File: config.mk
export PLATFORM = sky130hd
export DESIGN_NAME = regfile_write_arbiter
export DESIGN_NICKNAME = d
export VERILOG_FILES = /design/src/rtl/regfile_write_arbiter.sv
export SDC_FILE = /design/constraint.sdc
export NUM_CORES = 1
export LEC_CHECK = 0
export CAP_MARGIN = 20
export CORE_MARGIN = 2
export CORE_UTILIZATION = 43
export DETAILED_ROUTE_END_ITERATION = 6
export PLACE_DENSITY = 0.81
export SETUP_SLACK_MARGIN = 0.4
export SYNTH_ARGS = -nofsm -noshare
export SYNTH_HDL_FRONTEND = slang
export SYNTH_SLANG_ARGS = --single-unit
File: constraint.sdc
create_clock -name clk -period 3.91 [get_ports clk]
set_input_delay 0.9775 -clock clk [delete_from_list [all_inputs] [get_ports clk]]
set_output_delay 0.9775 -clock clk [all_outputs]
set_load 0.005 [all_outputs]
File: src/rtl/regfile_write_arbiter.sv
// Register-file write arbiter with a destination scoreboard.
// Two writeback requesters (ALU, load) share one register-file write port.
// A round-robin pointer breaks ties. A 32-bit pending map tracks issued
// destinations, and decode stalls while it still needs one of them.
module regfile_write_arbiter #(
  parameter int N = 32
) (
  input  logic         clk,
  input  logic         reset,
  input  logic         Issue_Valid_i,
  input  logic [4:0]   Issue_Rd_i,
  input  logic         Wr0_Valid_i,
  input  logic [4:0]   Wr0_Reg_i,
  input  logic [N-1:0] Wr0_Data_i,
  output logic         Wr0_Ready_o,
  input  logic         Wr1_Valid_i,
  input  logic [4:0]   Wr1_Reg_i,
  input  logic [N-1:0] Wr1_Data_i,
  output logic         Wr1_Ready_o,
  output logic         Reg_Write_o,
  output logic [4:0]   Write_Register_o,
  output logic [N-1:0] Write_Data_o,
  input  logic [4:0]   Read_Register_1_i,
  input  logic [4:0]   Read_Register_2_i,
  output logic         Stall_o,
  output logic [31:0]  Pending_o
);

  // prio_q = 0 favours Wr0 on a tie, prio_q = 1 favours Wr1.
  logic          prio_q, prio_d;
  logic [31:0]   pending_q, pending_d;
  logic          reg_write_q, reg_write_d;
  logic [4:0]    wr_reg_q, wr_reg_d;
  logic [N-1:0]  wr_data_q, wr_data_d;

  logic          gnt0, gnt1, handshake;
  logic [4:0]    win_reg;
  logic [N-1:0]  win_data;

  // Grant: a lone requester wins, a tie goes to the one not served last.
  // Nothing is granted while reset is held.
  always_comb begin
    gnt0 = !reset && Wr0_Valid_i && (!Wr1_Valid_i || !prio_q);
    gnt1 = !reset && Wr1_Valid_i && (!Wr0_Valid_i ||  prio_q);
  end

  assign Wr0_Ready_o = gnt0;
  assign Wr1_Ready_o = gnt1;
  assign handshake   = gnt0 || gnt1;
  assign win_reg     = gnt1 ? Wr1_Reg_i  : Wr0_Reg_i;
  assign win_data    = gnt1 ? Wr1_Data_i : Wr0_Data_i;

  // Next state of the write port, pointer and scoreboard.
  always_comb begin
    // NOTE: every combinational output gets a default first so that no
    // path through the block leaves it unassigned, which would infer a latch.
    prio_d      = prio_q;
    pending_d   = pending_q;
    reg_write_d = 1'b0;
    wr_reg_d    = wr_reg_q;
    wr_data_d   = wr_data_q;
    if (handshake) begin
      prio_d      = gnt0;
      reg_write_d = (win_reg != 5'd0);
      wr_reg_d    = win_reg;
      wr_data_d   = win_data;
      if (win_reg != 5'd0) pending_d[win_reg] = 1'b0;
    end
    // A set applied after the clear wins when both target the same register.
    if (Issue_Valid_i && Issue_Rd_i != 5'd0) pending_d[Issue_Rd_i] = 1'b1;
    pending_d[0] = 1'b0;
  end

  // State registers with synchronous active-high reset.
  always_ff @(posedge clk) begin
    // NOTE: sequential state uses non-blocking assignments so every flop
    // samples pre-edge values regardless of statement order.
    if (reset) begin
      prio_q      <= 1'b0;
      pending_q   <= '0;
      reg_write_q <= 1'b0;
      wr_reg_q    <= '0;
      wr_data_q   <= '0;
    end else begin
      prio_q      <= prio_d;
      pending_q   <= pending_d;
      reg_write_q <= reg_write_d;
      wr_reg_q    <= wr_reg_d;
      wr_data_q   <= wr_data_d;
    end
  end

  // Hazard detect: a source is busy while pending or while its write is
  // still sitting in the output register, one cycle ahead of the regfile.
  always_comb begin
    Stall_o = 1'b0;
    if (Read_Register_1_i != 5'd0 &&
        (pending_q[Read_Register_1_i] ||
         (reg_write_q && wr_reg_q == Read_Register_1_i)))
      Stall_o = 1'b1;
    if (Read_Register_2_i != 5'd0 &&
        (pending_q[Read_Register_2_i] ||
         (reg_write_q && wr_reg_q == Read_Register_2_i)))
      Stall_o = 1'b1;
  end

  assign Reg_Write_o      = reg_write_q;
  assign Write_Register_o = wr_reg_q;
  assign Write_Data_o     = wr_data_q;
  assign Pending_o        = pending_q;

endmodule
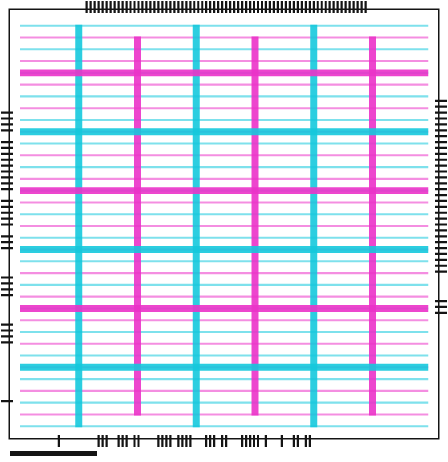
**Above:** power grid.
Bar = 20 um. Pins as bars on the die edge.
cyan -> VSS
magenta -> VDD
rows = 34
met5 straps = 6
met1 rails = 35

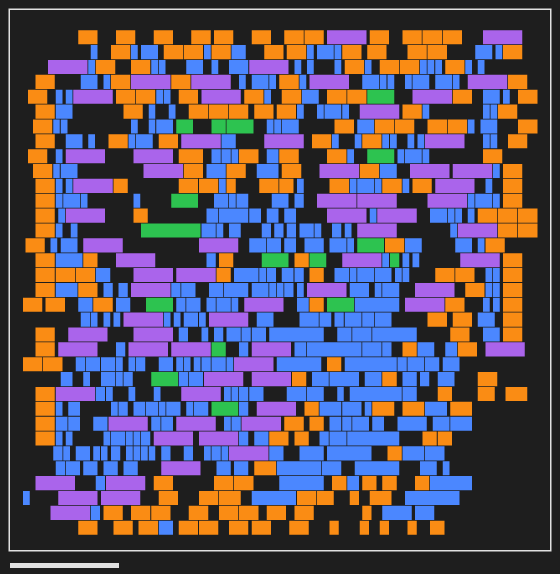
**Above:** cell classes on the final placement.
Bar = 20 um.
orange -> remaining buffers and delay cells  # cells 195, share of their area 32%
blue -> remaining logic cells  # cells 362, share of their area 41%
purple -> registers  # cells 70, share of their area 24%
green -> clock drivers and dummy loads  # cells 16, share of their area 3.5%

==> summary.txt <==
Notes on the physical implementation.

- The fraction of final layout cells with drive strength greater than 1 is 13.2%, for reference.
- The synthesized netlist contains 57 unique library cells.
- The fraction of area in multi-input gates is 39.5%, for reference.
- The pre-CTS setup slack is -0.450 ns, for reference.
- The timing report lists the critical path depth as 7 cells.
- The post-detailed-placement half-perimeter wirelength is 9.94 mm, for reference.
- The number of buffers on the longest clock path is 2, for reference.
- The area recorded from the Yosys report for this design is 0.00387 mm2.
- Measured on the final layout, buffering overhead outside the clock network stands at 31.0%.
- The routing usage on met3 is 7.94%, for reference.
- Leaving out fill and tap cells, the most frequent cell in the layout is sky130_fd_sc_hd__clkdlybuf4s50_1.
- The net count entering floorplan is 564, for reference.
- The startpoint identified for the worst hold timing path is Write_Data_o[6]$_SDFFE_PP0N_.
- The die is 98.8 um wide.
- The post-route clock skew is 0.0131 ns, for reference.
- The final instance count without filler cells is 751, for reference.
- Tap insertion was completed with 108 tapcells.
- The later pin in the worst-skew pair is clocked with a latency of 0.35 ns.
- The sum of buffers and inverters on the critical path is 3, for reference.
- The die outline area is 0.00977 mm2, for reference.
- The worst pin sits at a relative slew slack of 31.3%.
- The layout multi-input combinational cell count is 354, for reference.
- The required time at the worst-slack endpoint is 2.93 ns, for reference.
- Once layout is complete, the utilization of the core stands at 68.9%.
- The first detailed-routing pass took 5 iterations.
- The endpoint of the worst hold path is reported as Write_Data_o[6]$_SDFFE_PP0N_.
- The flow ran to the end, and the final reports show no timing, DRC or antenna violations.
- The OpenROAD warning count is 27, for reference.
- The clock tree root driver cell is sky130_fd_sc_hd__clkbuf_8, for reference.
- The highest supply drop recorded on VDD is 159 uV.
- The number of vias after detailed routing is 4,420, for reference.
- The port buffer count is 165, for reference.
- The count of flip-flops and latches is 70, for reference.
- The cell with the largest stage delay on the worst path is sky130_fd_sc_hd__or4_4, for reference.
- The clock-net power is 0.000614 W, for reference.
- The synthesized design spends more area on one cell type than any other, namely sky130_fd_sc_hd__dfxtp_1.
- The number of max-cap violations is 0, for reference.
- For this run, global-route usage on met1 was measured as 33.9%.
- The net count of the finished layout is 732.
- The part of the power in the clock network is 34.0%, for reference.
- The top routing layer in use is met4, for reference.
- The flip-flop and latch power is 0.000777 W, for reference.
- The met2 track utilization from global routing is 44.2%, for reference.
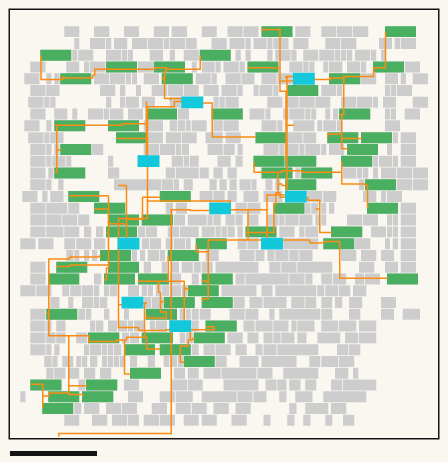
**Above:** clock wires, drivers and flops.
Bar = 20 um.
orange -> clock wires  # length 931 um
green -> flip-flops  # count 70
cyan -> clock-net drivers  # count 9
routed clock nets = 10

Power figures rest on the tool's default switching activity, not on a simulated workload.
